==> config.mk <==
export PLATFORM = sky130hd
export DESIGN_NAME = data_upload_flat
export DESIGN_NICKNAME = d
export VERILOG_FILES = /design/src/rtl/data_upload_pkg.sv /design/src/rtl/data_upload_if.sv /design/src/rtl/spi_sync_edge.sv /design/src/rtl/data_upload.sv /design/src/flat_wrapper.sv
export SDC_FILE = /design/constraint.sdc
export NUM_CORES = 1
export LEC_CHECK = 0
export CAP_MARGIN = 20
export CORE_MARGIN = 2
export CORE_UTILIZATION = 45
export CTS_BUF_LIST = sky130_fd_sc_hd__clkbuf_16
export DETAILED_ROUTE_END_ITERATION = 16
export PLACE_DENSITY = 0.71
export SLEW_MARGIN = 30
export SYNTH_ARGS = -nofsm -noshare
export SYNTH_HDL_FRONTEND = slang
export SYNTH_SLANG_ARGS = --single-unit
==> constraint.sdc <==
create_clock -name clk_sys -period 1.6 [get_ports clk_sys]
set_clock_uncertainty 0.05 [all_clocks]
set_input_delay 0.32 -clock clk_sys [delete_from_list [all_inputs] [get_ports clk_sys]]
set_output_delay 0.32 -clock clk_sys [all_outputs]
set_load 0.01 [all_outputs]
==> src/rtl/data_upload_pkg.sv <==
// Shared constants and types for the SPI upload (transmit) path of the file channel.
package data_upload_pkg;

    localparam logic [7:0] CMD_START = 8'h60;
    localparam logic [7:0] CMD_DATA  = 8'h61;
    localparam logic [7:0] CMD_END   = 8'h62;

    typedef enum logic [1:0] {IDLE, INDEX, DATA, IGNORE} state_e;

    typedef enum logic [1:0] {EDGE_NONE, EDGE_RISE, EDGE_FALL} sck_edge_e;

endpackage

==> src/rtl/data_upload_if.sv <==
// ioctl-style read port between the upload block (master) and core memory (slave).
interface data_upload_if #(
    parameter int ADDR_WIDTH = 25
);
    logic                  ioctl_upload;
    logic [7:0]            ioctl_index;
    logic [ADDR_WIDTH-1:0] ioctl_addr;
    logic                  ioctl_rd;
    logic [7:0]            ioctl_din;

    modport master (
        output ioctl_upload, ioctl_index, ioctl_addr, ioctl_rd,
        input  ioctl_din
    );

    modport slave (
        input  ioctl_upload, ioctl_index, ioctl_addr, ioctl_rd,
        output ioctl_din
    );
endinterface

==> src/rtl/spi_sync_edge.sv <==
// Two-flop synchronizers for SCK/SS/DI into clk_sys, with SCK edge pulses.
module spi_sync_edge
    import data_upload_pkg::*;
(
    input  logic      clk,
    input  logic      rst_n,
    input  logic      sck,
    input  logic      ss,
    input  logic      di,
    output sck_edge_e sck_edge,
    output logic      ss_s,
    output logic      di_s
);
    logic [1:0] sck_q, sck_d, ss_q, ss_d, di_q, di_d;
    logic       sck_prev_q, sck_prev_d;

    always_comb begin
        sck_d      = {sck_q[0], sck};
        ss_d       = {ss_q[0], ss};
        di_d       = {di_q[0], di};
        sck_prev_d = sck_q[1];
    end

    // Presets model an idle bus: SCK low, chip select deasserted.
    always_ff @(posedge clk or negedge rst_n) begin
        if (!rst_n) begin
            sck_q      <= 2'b00;
            ss_q       <= 2'b11;
            di_q       <= 2'b00;
            sck_prev_q <= 1'b0;
        end else begin
            sck_q      <= sck_d;
            ss_q       <= ss_d;
            di_q       <= di_d;
            sck_prev_q <= sck_prev_d;
        end
    end

    always_comb begin
        sck_edge = EDGE_NONE;
        if (sck_q[1] && !sck_prev_q)      sck_edge = EDGE_RISE;
        else if (!sck_q[1] && sck_prev_q) sck_edge = EDGE_FALL;
    end

    assign ss_s = ss_q[1];
    assign di_s = di_q[1];

endmodule

==> src/rtl/data_upload.sv <==
// SPI slave that streams a core memory region back to the IO controller on SPI_DO,
// fetching bytes one ahead through the ioctl read port.
module data_upload
    import data_upload_pkg::*;
#(
    parameter int         ADDR_WIDTH = 25,
    parameter int         RD_LATENCY = 2,
    parameter logic [7:0] CMD_START  = data_upload_pkg::CMD_START,
    parameter logic [7:0] CMD_DATA   = data_upload_pkg::CMD_DATA,
    parameter logic [7:0] CMD_END    = data_upload_pkg::CMD_END
) (
    input  logic               clk_sys,
    input  logic               res_n,
    input  logic               SPI_SCK,
    input  logic               SPI_SS2,
    input  logic               SPI_DI,
    output logic               spi_do,
    output logic               spi_do_oe,
    data_upload_if.master      ioctl
);
    sck_edge_e sck_edge;
    logic      ss_s, di_s;

    spi_sync_edge u_sync (
        .clk      (clk_sys),
        .rst_n    (res_n),
        .sck      (SPI_SCK),
        .ss       (SPI_SS2),
        .di       (SPI_DI),
        .sck_edge (sck_edge),
        .ss_s     (ss_s),
        .di_s     (di_s)
    );

    state_e                state_q, state_d;
    logic [2:0]            cnt_q, cnt_d;
    logic [7:0]            rx_q, rx_d, tx_q, tx_d, tx_next_q, tx_next_d;
    logic [7:0]            pref_q, pref_d, index_q, index_d;
    logic [ADDR_WIDTH-1:0] addr_q, addr_d;
    logic                  upload_q, upload_d, load_pend_q, load_pend_d;
    logic [RD_LATENCY:0]   vld_pipe_q, vld_pipe_d;

    logic       rise, fall, byte_done, fetch_req;
    logic [7:0] rx_byte;

    assign rise      = (sck_edge == EDGE_RISE) && !ss_s;
    assign fall      = (sck_edge == EDGE_FALL) && !ss_s;
    assign byte_done = rise && (cnt_q == 3'd7);
    assign rx_byte   = {rx_q[6:0], di_s};

    always_ff @(posedge clk_sys or negedge res_n) begin
        if (!res_n) state_q <= IDLE;
        else        state_q <= state_d;
    end

    always_comb begin
        state_d = state_q;
        if (ss_s) begin
            state_d = IDLE;
        end else if (byte_done) begin
            case (state_q)
                IDLE:    if (rx_byte == CMD_START)     state_d = INDEX;
                         else if (rx_byte == CMD_DATA) state_d = DATA;
                         else                          state_d = IGNORE;
                INDEX:   state_d = IGNORE;
                DATA:    state_d = DATA;
                default: state_d = IGNORE;
            endcase
        end
    end

    always_comb begin
        spi_do_oe = (state_q == DATA);
        spi_do    = (state_q == DATA) ? tx_q[7] : 1'b0;
        fetch_req = byte_done && upload_q &&
                    (state_q == DATA || (state_q == IDLE && rx_byte == CMD_DATA));
    end

    // tx_next holds the byte for the coming transfer; it is taken from the prefetch
    // before this boundary's fetch lands, which is what makes the stream lag by one.
    always_comb begin
        cnt_d       = ss_s ? 3'd0 : (rise ? cnt_q + 3'd1 : cnt_q);
        rx_d        = ss_s ? 8'h00 : (rise ? rx_byte : rx_q);
        vld_pipe_d  = {vld_pipe_q[RD_LATENCY-1:0], fetch_req};
        pref_d      = pref_q;
        addr_d      = addr_q;
        upload_d    = upload_q;
        index_d     = index_q;
        tx_next_d   = tx_next_q;
        load_pend_d = load_pend_q;
        tx_d        = tx_q;

        if (vld_pipe_q[RD_LATENCY]) begin
            pref_d = ioctl.ioctl_din;
            addr_d = addr_q + ADDR_WIDTH'(1);
        end

        if (byte_done) begin
            load_pend_d = 1'b1;
            case (state_q)
                IDLE: begin
                    tx_next_d = 8'h00;
                    if (rx_byte == CMD_END) upload_d = 1'b0;
                end
                INDEX: begin
                    index_d  = rx_byte;
                    addr_d   = '0;
                    upload_d = 1'b1;
                end
                DATA:    tx_next_d = upload_q ? pref_q : 8'h00;
                default: ;
            endcase
        end

        if (ss_s) begin
            load_pend_d = 1'b0;
            tx_d        = 8'h00;
        end else if (fall && state_q == DATA) begin
            tx_d        = load_pend_q ? tx_next_q : {tx_q[6:0], 1'b0};
            load_pend_d = 1'b0;
        end
    end

    always_ff @(posedge clk_sys or negedge res_n) begin
        if (!res_n) begin
            cnt_q       <= 3'd0;
            rx_q        <= 8'h00;
            tx_q        <= 8'h00;
            tx_next_q   <= 8'h00;
            pref_q      <= 8'h00;
            index_q     <= 8'h00;
            addr_q      <= '0;
            upload_q    <= 1'b0;
            load_pend_q <= 1'b0;
            vld_pipe_q  <= '0;
        end else begin
            cnt_q       <= cnt_d;
            rx_q        <= rx_d;
            tx_q        <= tx_d;
            tx_next_q   <= tx_next_d;
            pref_q      <= pref_d;
            index_q     <= index_d;
            addr_q      <= addr_d;
            upload_q    <= upload_d;
            load_pend_q <= load_pend_d;
            vld_pipe_q  <= vld_pipe_d;
        end
    end

    assign ioctl.ioctl_upload = upload_q;
    assign ioctl.ioctl_index  = index_q;
    assign ioctl.ioctl_addr   = addr_q;
    assign ioctl.ioctl_rd     = vld_pipe_q[0];

endmodule

==> src/flat_wrapper.sv <==
// flat-port wrapper written by rule: the top's interface ports become plain ports
module data_upload_flat import data_upload_pkg::*;
#(
    parameter int         ADDR_WIDTH = 25,
    parameter int         RD_LATENCY = 2,
    parameter logic [7:0] CMD_START  = data_upload_pkg::CMD_START,
    parameter logic [7:0] CMD_DATA   = data_upload_pkg::CMD_DATA,
    parameter logic [7:0] CMD_END    = data_upload_pkg::CMD_END
)
  (clk_sys, res_n, SPI_SCK, SPI_SS2, SPI_DI, spi_do, spi_do_oe, ioctl_ioctl_upload, ioctl_ioctl_index, ioctl_ioctl_addr, ioctl_ioctl_rd, ioctl_ioctl_din);
  data_upload_if #(.ADDR_WIDTH(ADDR_WIDTH)) ioctl_i ();
  input  logic clk_sys;
  input  logic res_n;
  input  logic SPI_SCK;
  input  logic SPI_SS2;
  input  logic SPI_DI;
  output logic spi_do;
  output logic spi_do_oe;
  output wire logic [$bits(ioctl_i.ioctl_upload)-1:0] ioctl_ioctl_upload;
  output wire logic [$bits(ioctl_i.ioctl_index)-1:0] ioctl_ioctl_index;
  output wire logic [$bits(ioctl_i.ioctl_addr)-1:0] ioctl_ioctl_addr;
  output wire logic [$bits(ioctl_i.ioctl_rd)-1:0] ioctl_ioctl_rd;
  input wire logic [$bits(ioctl_i.ioctl_din)-1:0] ioctl_ioctl_din;
  assign ioctl_ioctl_upload = ioctl_i.ioctl_upload;
  assign ioctl_ioctl_index = ioctl_i.ioctl_index;
  assign ioctl_ioctl_addr = ioctl_i.ioctl_addr;
  assign ioctl_ioctl_rd = ioctl_i.ioctl_rd;
  assign ioctl_i.ioctl_din = ioctl_ioctl_din;
  data_upload #(.ADDR_WIDTH(ADDR_WIDTH), .RD_LATENCY(RD_LATENCY), .CMD_START(CMD_START), .CMD_DATA(CMD_DATA), .CMD_END(CMD_END)) u_core (.clk_sys(clk_sys), .res_n(res_n), .SPI_SCK(SPI_SCK), .SPI_SS2(SPI_SS2), .SPI_DI(SPI_DI), .spi_do(spi_do), .spi_do_oe(spi_do_oe), .ioctl(ioctl_i));
endmodule
Met1 routing:
Drawn at 4 px/um. Supply wires on this layer in grey.
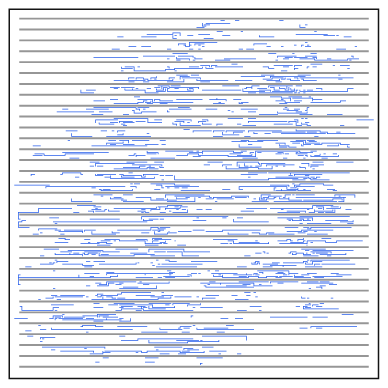
The layer holds 44% of the routed length. 394 nets have wire on it. The wires run mostly horizontal.
DRT Wirelength: 7470 um
routing usage on met1: 23.8%
total vias in the final route: 2721

The metal 2 layer:
Drawn at 3 px/um.
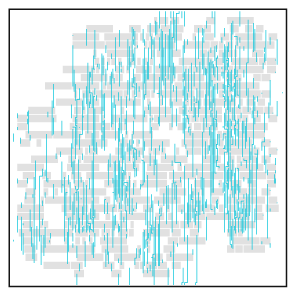
The wires run mostly vertical. The layer holds 50% of the routed length. 367 nets have wire on it. The layer carries 3710 um of wire. The longest straight run is 35.0 um.

Metal 3:
Drawn at 4 px/um.
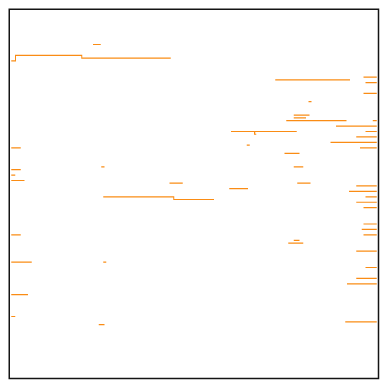
39 nets have wire on it. The longest straight run is 22.1 um.

M4 wires:
Drawn at 4 px/um. Supply wires on this layer in grey.
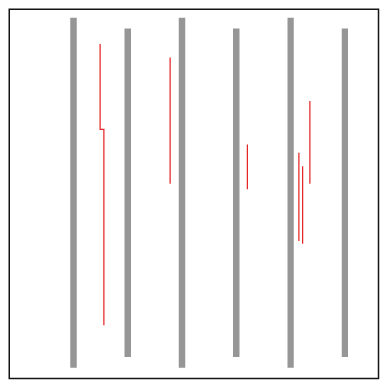
The layer holds 2.3% of the routed length. The wires run mostly vertical. The layer carries 174 um of wire. The longest straight run is 48.8 um. 5 nets have wire on it.

Cell outlines without signal wires:
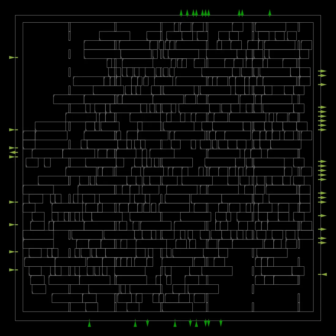
fin cells: 530
core area: 7610 um^2
Well Taps: 102

==> flow_summary_export.csv <==
group,metric,value,unit
hold_path,holdPathStages,0,
logic_synthesis,fp_nets,349,
clocking,cts.reportedPaths.clkPinSlew,0.06,ns
placed_design,placed_cell_area,4360,um^2
power,power_leader,"the clock network",
power,p_switching,0.858,mW
setup_path,crit_start,"u_core.cnt_q[0]",
layout,clkCellAreaFrac,6.85,%
route,wl_met1,3320,um
placed_design,place_worst_setup_slack,-0.0283,ns
setup_path,crit_path_max_fanout,8,
setup_path,crit_required,1.76,ns
logic_synthesis,yosysChipArea,3480,um^2
sta,fin_ws,0.0164,ns
logic_synthesis,synthMuxAreaShare,4.89,%
grt,first_global_vias,2657,
logic_synthesis,yosysTopAreaCellShare,56.8,%
layout,seq_area_share,41.8,%
grt,grt_max_degree,82,
clocking,h-tree-depth,3,
setup_path,cp_data_arrival_time,1.74,ns
outcome,outcome,"finished, final reports clean",
layout,largest_class,"sequential cells",
layout,n_all_buffers,97,
layout,fillers,629,
setup_path,cp-end-kind,"flop",
setup_path,cp-endpoint,"u_core.ioctl.ioctl_addr[19]",
floorplan,initCoreUtil,45.7,%
route,drt_iter0_markers,117,
setup_path,crit_path_start_kind,"flop",
logic_synthesis,edf_count,0,
layout,nonClkBufAreaFrac,18.2,%
setup_path,r2r-end,"u_core.ioctl.ioctl_addr[19]",
layout,layout.non_clock_inverters,3,
route,drt.antenna.violating_nets,0,
grt,antenna_found_initial,0,
power,combinationalPower,0.111,mW
stage by stage:
stage | cells | TNS [ns] | utilization [%] | total power [mW]
floorplan | 333 | 0 | - | 2.13
global placement | 507 | 0 | 57.3 | 2.22
detailed placement | 507 | -0.160 | 57.3 | 2.22
CTS | 527 | -0.0802 | 62.0 | 4.52
global route | 530 | -0.937 | 63.8 | 4.61
finish | 530 | 0 | 63.8 | 4.48
critical path, cell delays in order (launching register included):
cell and delay, ns:
dfrtp_1 0.36, ha_2 0.20, ha_4 0.12, and4bb_4 0.28, and2_4 0.23, clkbuf_16 0.18
a21oi_2 0.04
repair_timing:
item                                    in CTS  in global routing
setup buffers                                3                  1
pin swaps                                    0                  7
endpoints found under the setup margin      45                 47
gates resized                               44                 29
endpoints found under the hold margin       79                  0
hold buffers                                 1                  0
gates cloned                                 1                  2
No activity file was given, so power comes from the tool's default toggle rates.
